[src/rtl/hd_rr_arbiter.sv]
// Packet-granular round-robin arbiter: NUM_REQ valid/ready requesters share one
// registered valid/ready output channel; a winner owns the channel until its last beat.
module hd_rr_arbiter #(
  parameter int  NUM_REQ    = 4,
  parameter int  DATA_WIDTH = 32,
  localparam int IDX_W      = (NUM_REQ > 1) ? $clog2(NUM_REQ) : 1
) (
  input  logic                          clk,
  input  logic                          rst_n,
  input  logic [NUM_REQ-1:0]            in_valid,
  input  logic [NUM_REQ*DATA_WIDTH-1:0] in_data,
  input  logic [NUM_REQ-1:0]            in_last,
  output logic [NUM_REQ-1:0]            in_ready,
  output logic                          out_valid,
  output logic [DATA_WIDTH-1:0]         out_data,
  output logic                          out_last,
  output logic [IDX_W-1:0]              out_src,
  input  logic                          out_ready,
  output logic                          busy
);

  typedef enum logic {ST_IDLE, ST_LOCKED} state_t;

  state_t           r_state;
  logic [IDX_W-1:0] r_ptr;
  logic [IDX_W-1:0] r_owner;

  logic             w_ld;
  logic             w_found;
  logic             w_acc;
  logic [IDX_W-1:0] w_cand;
  logic [IDX_W-1:0] w_sel;

  function automatic logic [IDX_W-1:0] wrap_add(input logic [IDX_W-1:0] base, input int off);
    int s;
    s = int'(base) + off;
    if (s >= NUM_REQ) s = s - NUM_REQ;
    return IDX_W'(s);
  endfunction

  assign w_ld = ~out_valid | out_ready;

  // Descending scan so the last hit written is the first valid requester at or after r_ptr.
  always_comb begin
    w_found = 1'b0;
    w_cand  = '0;
    for (int k = NUM_REQ - 1; k >= 0; k--) begin
      if (in_valid[wrap_add(r_ptr, k)]) begin
        w_found = 1'b1;
        w_cand  = wrap_add(r_ptr, k);
      end
    end
  end

  assign w_sel = (r_state == ST_LOCKED) ? r_owner : w_cand;
  assign w_acc = w_ld & in_valid[w_sel];
  assign busy  = (r_state == ST_LOCKED);

  always_comb begin
    in_ready = '0;
    if (w_ld && ((r_state == ST_LOCKED) || w_found)) in_ready[w_sel] = 1'b1;
  end

  always_ff @(posedge clk or negedge rst_n) begin
    if (!rst_n) begin
      r_state   <= ST_IDLE;
      r_ptr     <= '0;
      r_owner   <= '0;
      out_valid <= 1'b0;
      out_data  <= '0;
      out_last  <= 1'b0;
      out_src   <= '0;
    end else begin
      if (w_acc) begin
        out_valid <= 1'b1;
        out_data  <= in_data[int'(w_sel)*DATA_WIDTH +: DATA_WIDTH];
        out_last  <= in_last[w_sel];
        out_src   <= w_sel;
        if (in_last[w_sel]) begin
          r_state <= ST_IDLE;
          r_ptr   <= wrap_add(w_sel, 1);
        end else if (r_state == ST_IDLE) begin
          r_state <= ST_LOCKED;
          r_owner <= w_sel;
        end
      end else if (w_ld) begin
        out_valid <= 1'b0;
      end
    end
  end

endmodule

[config.mk]
export PLATFORM = sky130hd
export DESIGN_NAME = hd_rr_arbiter
export DESIGN_NICKNAME = d
export VERILOG_FILES = /design/src/rtl/hd_rr_arbiter.sv
export SDC_FILE = /design/constraint.sdc
export NUM_CORES = 1
export LEC_CHECK = 0
export ABC_AREA = 1
export CAP_MARGIN = 30
export CORE_UTILIZATION = 41
export CTS_BUF_LIST = sky130_fd_sc_hd__clkbuf_8
export CTS_CLUSTER_DIAMETER = 50
export CTS_CLUSTER_SIZE = 8
export DETAILED_ROUTE_END_ITERATION = 6
export GPL_ROUTABILITY_DRIVEN = 0
export GPL_TIMING_DRIVEN = 0
export HOLD_SLACK_MARGIN = 0.06
export MAX_ROUTING_LAYER = met4
export PLACE_DENSITY = 0.95
export SYNTH_ARGS = -nofsm -noshare
export SYNTH_HDL_FRONTEND = slang
export SYNTH_SLANG_ARGS = --single-unit
[constraint.sdc]
create_clock -name clk -period 3.3 [get_ports clk]
set_clock_uncertainty 0.2 [all_clocks]
set_input_delay 0.66 -clock clk [delete_from_list [all_inputs] [get_ports clk]]
set_output_delay 0.66 -clock clk [all_outputs]
set_load 0.02 [all_outputs]
==> results.txt, run 1 <==
Flow results.

- The origin of the critical flop-to-flop path is r_ptr[0].
- The startpoint type of the worst setup path is an input pin.
- After the first detailed-routing iteration, the DRC count stood at 155.
- The number of cells in the design after placement is a little under 700.
- Per the STA report, the cell with the highest stage delay on the worst path is sky130_fd_sc_hd__clkdlybuf4s50_1.
- The final core area utilization is 76.0%.
- Before antenna repair, the detailed router went through 7 iterations.
- Sorting the Yosys area breakdown by cell type puts at the top sky130_fd_sc_hd__dfrtp_1.
- The number of register bits inferred by synthesis is 41.
- The met3 capacity usage during global routing is 5.21%.
- Per the OpenROAD floorplan log, the width of the die is 84.2 µm.
- In the finished design, the share of the clock period the worst path needs comes to 98.1%.
- Buffers inserted during clock tree synthesis total 5.
- The final critical delay including setup and external delays is roughly 3.2 ns.
- At the pin with the least slew margin, the transition time is 0.461 ns.
- The post-synthesis cell count from yosys is 427.
- The relative slew slack is 69.0%.
- The fraction of the mapped netlist area in simple logic gates is ~52%.
- The share of layout cells above drive strength 1 is around a tenth.
- The count of maximum capacitance violations is 0.
- The number of gates resized after CTS is 27.
- The logic depth of the worst register-to-register path is 16.
- The setup slack on the worst flop-to-flop path is 0.63 ns.
- The commonest cells after synthesis are 237 x sky130_fd_sc_hd__nand2_1, 44 x sky130_fd_sc_hd__nand3_1, 41 x sky130_fd_sc_hd__dfrtp_1.
- The final layout contains around 750 nets.
- The script parses the final routing iteration and logs DRC violations as 18.
- The routed design shows a wire length per standard cell of 14.9 µm.
- The cell that appears most often on the critical path is sky130_fd_sc_hd__nand2_1.
- In the final layout, the clock buffer count is 5.
- The antenna diode instance count is 0.
- The setup path with the least slack is of type input pin to primary output.
- The most numerous cell in the Yosys netlist is sky130_fd_sc_hd__nand2_1.
- The top cell types in the final layout, fill and taps aside, are 236 x sky130_fd_sc_hd__nand2_1, 172 x sky130_fd_sc_hd__clkdlybuf4s50_1, 43 x sky130_fd_sc_hd__nand3_1, 41 x sky130_fd_sc_hd__dfrtp_1, 34 x sky130_fd_sc_hd__nand4_1.
- Once layout is complete, the cells apart from fillers number about 690.
- The capturing point of the worst reg2reg path is out_data[17].
- The total number of multi-input combinational cells is 346.
- The run finished, with violations left.
- The xor and xnor area share after synthesis is 0.316%.
- Warnings reported by Yosys during synthesis add up to 0.
- In the post-synthesis netlist, the biggest area contributors are sky130_fd_sc_hd__dfrtp_1 37%, sky130_fd_sc_hd__nand2_1 32%, sky130_fd_sc_hd__nand3_1 7.9%.
- The count of input and output buffers is 179.
- The overall global routing resource usage is 30.0%.
- The detailed placer's ending HPWL is between 7 and 8 mm.
- The power per unit of standard cell area is 1130 nW/µm².
- The via count of the first global-routing pass is 3706.
- The clock sink count is 41.
- The yosys stat chip area is 2770 µm².
- The most congested layer reported by global routing is met2.
- In the final design, more cell area goes to non-clock buffers than to any other class.
- Multiplexer cells account for 0% of the synthesized area.
- The highest ir drop seen on vdd is 0.664 mV.
- The compound-cell area share of the yosys netlist is about 2.2%.
- The checks that failed: DRC.
- Wire segments on met2 add up to 5.32 mm in the final route.
-- run 1: worst max path at each step --
stage / from / end / cells after the start
6_report: in_valid[1] / in_ready[0] / 13
5_1_grt: in_valid[1] / in_ready[0] / 12
4_1_cts: in_valid[1] / in_ready[0] / 12
3_5_place_dp: in_valid[0] / in_ready[0] / 13
3_3_place_gp: in_valid[0] / in_ready[0] / 13
2_1_floorplan: in_valid[0] / in_ready[0] / 11
-- run 1: sequential cells by signal (all words and copies together) (netlist names) --
name,count
out_valid,1
out_src,2
r_ptr,2
out_data,32
r_owner,2
out_last,1
busy,1
-- run 1: report_power, final --
group	switching, mW	internal, mW	leakage (nW)
sequential	0.150	0.765	0.515
clock	0.176	0.301	0.0681
combinational	2.54	1.60	1.71
Run 1, cell placement:
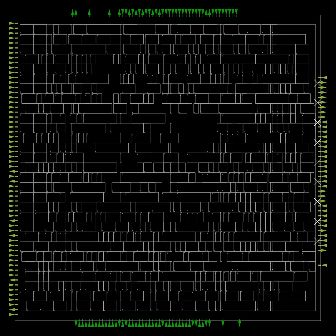
final-layout fill cell count: 503
count of inserted tapcells: 77
sequential cell count: 41
Floorplan Core Area: 6420 µm²
Cell Rows: 29

Run 1, nets reached from selected ports:
Drawn at 3 px/µm.
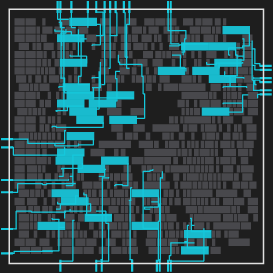
[cyan] out_data | bits: 32 | direction: output | end cells: 32 | wire: 1100 µm

Run 1, sizing map:
Drawn at 6 px/µm.
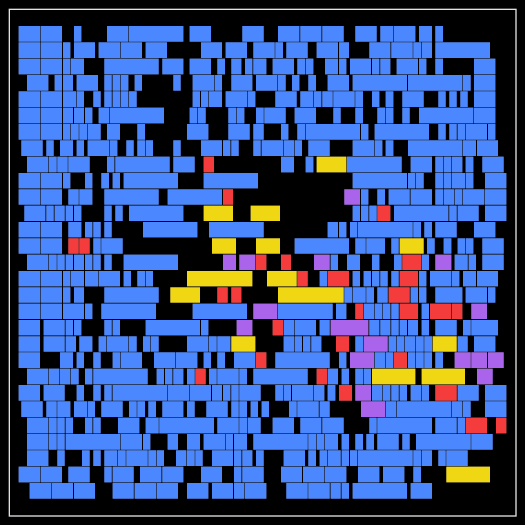
[purple] x3 and x4 | cells: 17
[yellow] x6 and larger | cells: 15
[blue] x1 and smaller | cells: 556
[red] x2 | cells: 28

Run 1, gate families picked out:
Drawn at 6 px/µm.
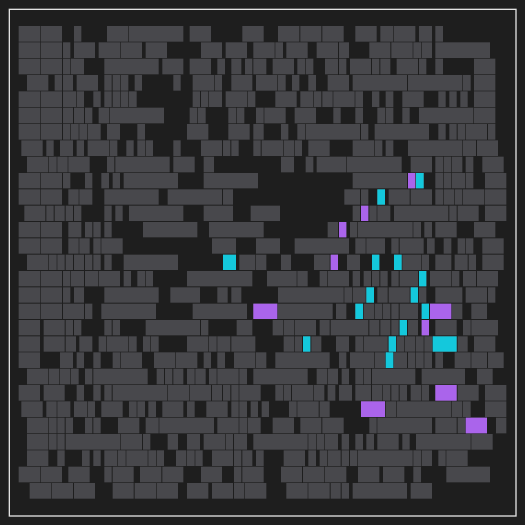

--- run 2 (diff from run 1) ---
CORE_UTILIZATION = 30   (was 41)
GPL_ROUTABILITY_DRIVEN = unset   (was 0)
PLACE_DENSITY = 0.78   (was 0.95)
Run 2, gate families picked out:
Drawn at 4 px/µm.
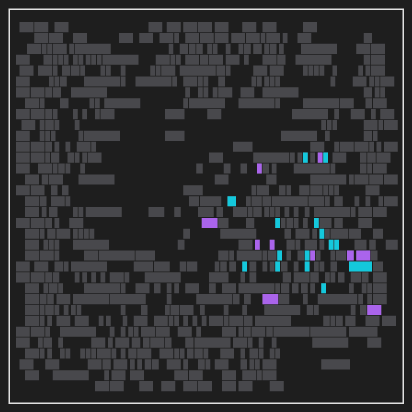
[cyan] inv cells | cells: 15 | most used: inv_1 | where: east
[purple] nor cells | cells: 10 | most used: nor2_1

Run 2, cell placement:
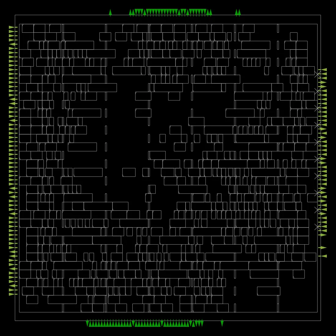
Floorplan Core Area: 8850 µm²
final standard cell count with taps included and fillers excluded: 728
Cell Rows: 34
fraction of the core area covered by cells at the end of the flow: 55.7%

==> results.txt, run 2 <==
Flow results.

- The power share of the sequential group was 16.4% (about the same).
- The overall global routing resource usage is 23.0% (-7.0 points).
- The flop count came to 41 (unchanged).
- The average routed wire per standard cell came to 14.8 µm (-0.84%).
- The number of logic stages on the critical path including buffering was 13 (unchanged).
- The residual DRC count is 10 (-8).
- The overall die width came to 98.1 µm (+17%).
- The setup slack on the worst flop-to-flop path was 0.62 ns (about the same).
- The detailed-routing iteration count for the pre-antenna-repair pass came to 7 (unchanged).
- The antenna diode instance count is 0 (unchanged).
- The critical path class is input pin to primary output.
- The cell type of the slowest stage on the worst timing path is sky130_fd_sc_hd__dlygate4sd2_1.
- The tally of yosys warning messages is 0 (unchanged).
- The number of register bits inferred by synthesis came to 41 (unchanged).
- Per the cell usage report, the commonest logic cells after layout are 235 x sky130_fd_sc_hd__nand2_1, 170 x sky130_fd_sc_hd__clkdlybuf4s50_1, 42 x sky130_fd_sc_hd__nand3_1, 41 x sky130_fd_sc_hd__dfrtp_1, 34 x sky130_fd_sc_hd__nand4_1.
- The final reports fail on DRC.
- The count of routing violations after the opening detailed-route iteration is 176 (+14%).
- The total number of multi-input combinational cells is 346 (unchanged).
- The number of nets at the end of the flow is 758 (+0.53%).
- The most area-hungry cell class in the final design is non-clock buffers.
- The clock buffer instance count of the final layout is 7 (+2).
- The logic depth of the worst register-to-register path is 16 (unchanged).
- The count of filler cells inserted in the layout is 851 (+69%).
- The via count of the first global-routing pass is 3649 (-1.5%).
- The number of cells in the design after placement is 715 (+4.7%).
- The detailed placer's ending HPWL is 8.27 mm (+4.8%).
- Sorting the synthesized cells by how often they occur yields 237 x sky130_fd_sc_hd__nand2_1, 44 x sky130_fd_sc_hd__nand3_1, 41 x sky130_fd_sc_hd__dfrtp_1.
- The fraction of power spent switching nets is 52.6% (+0.84 points).
- For the worst reg-to-reg path, the endpoint reported by OpenROAD is out_data[1].
- The number of gates resized after CTS is 36 (+33%).
- The post-synthesis cell count from yosys came to 427 (unchanged).
- The count of maximum capacitance violations is 0 (unchanged).
- The launch point of the worst register-to-register path is recorded as r_ptr[0].
- The number of flip-flops in the largest register is 32 (unchanged).
- The reported clock group power is 362 µW (-24%).
- The most congested layer reported by global routing is met2.
- The highest ir drop seen on vdd came to 0.536 mV (-19%).
- The sum of met2 wire segment lengths after detailed routing is 5.32 mm (about the same).
- The internal power component is 2.61 mW (-2.0%).
- The flow ran to the end, but the final reports show violations.
- The yosys stat chip area is 2770 µm² (unchanged).
- The critical path starts at in_valid[1].
- The capture point of the worst path is in_ready[0].
- The met3 capacity usage during global routing came to 4.87% (-0.34 points).
- The power per unit of standard cell area came to 1120 nW/µm² (-1.2%).
- The transition at the pin with the smallest max-transition slack is 0.601 ns (+0.140 ns).
- The relative slew slack is 59.5% (-9.6 points).
- The net switching power was 2.90 mW (+1.4%).
- The synthesis stats list as the most numerous cell sky130_fd_sc_hd__nand2_1.
Run 2, I/O pins on the die edge:
Drawn at 4 px/µm. Pins as bars across the die edge, other pins in grey.
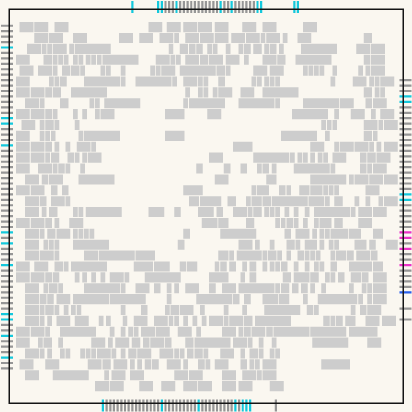
[cyan] out_data | pins: 32 | direction: output | edge: 11 west, 10 north, 7 south, 4 east
[blue] busy | pins: 1 | direction: output | edge: east
[magenta] in_ready | pins: 4 | direction: output | edge: east
all pins by edge: 64 west, 42 east, 42 south, 32 north

==> run 2: cell counts after synthesis <==
Identical to the previous run, type by type.
==> run 2: per-stage QoR <==
stage | worst slack [ns] | instance area [µm²] | utilization (%) | setup TNS, ns
after global placement | -0.806 | 4700 | 53.1 | -2.35
after detailed placement | -0.799 | 4720 | 53.4 | -2.38
after CTS | -0.00708 | 4870 | 55.1 | -0.0115
after floorplan | 0.316 | 2770 | - | 0
after global routing | 0.0934 | 4930 | 55.7 | 0
final | 0.174 | 4930 | 55.7 | 0
==> run 2: logic make-up (layout without fill, tap and decap cells) <==
kind of cell,after synthesis,after routing,synth area share (%)
simple gates,333,333,52.5
xor+xnor,1,1,0.316
compound gates,12,12,2.17
buf+inv,40,233,8.04
flops,41,41,37.0
Power figures rest on the tool's default switching activity, not on a simulated workload.
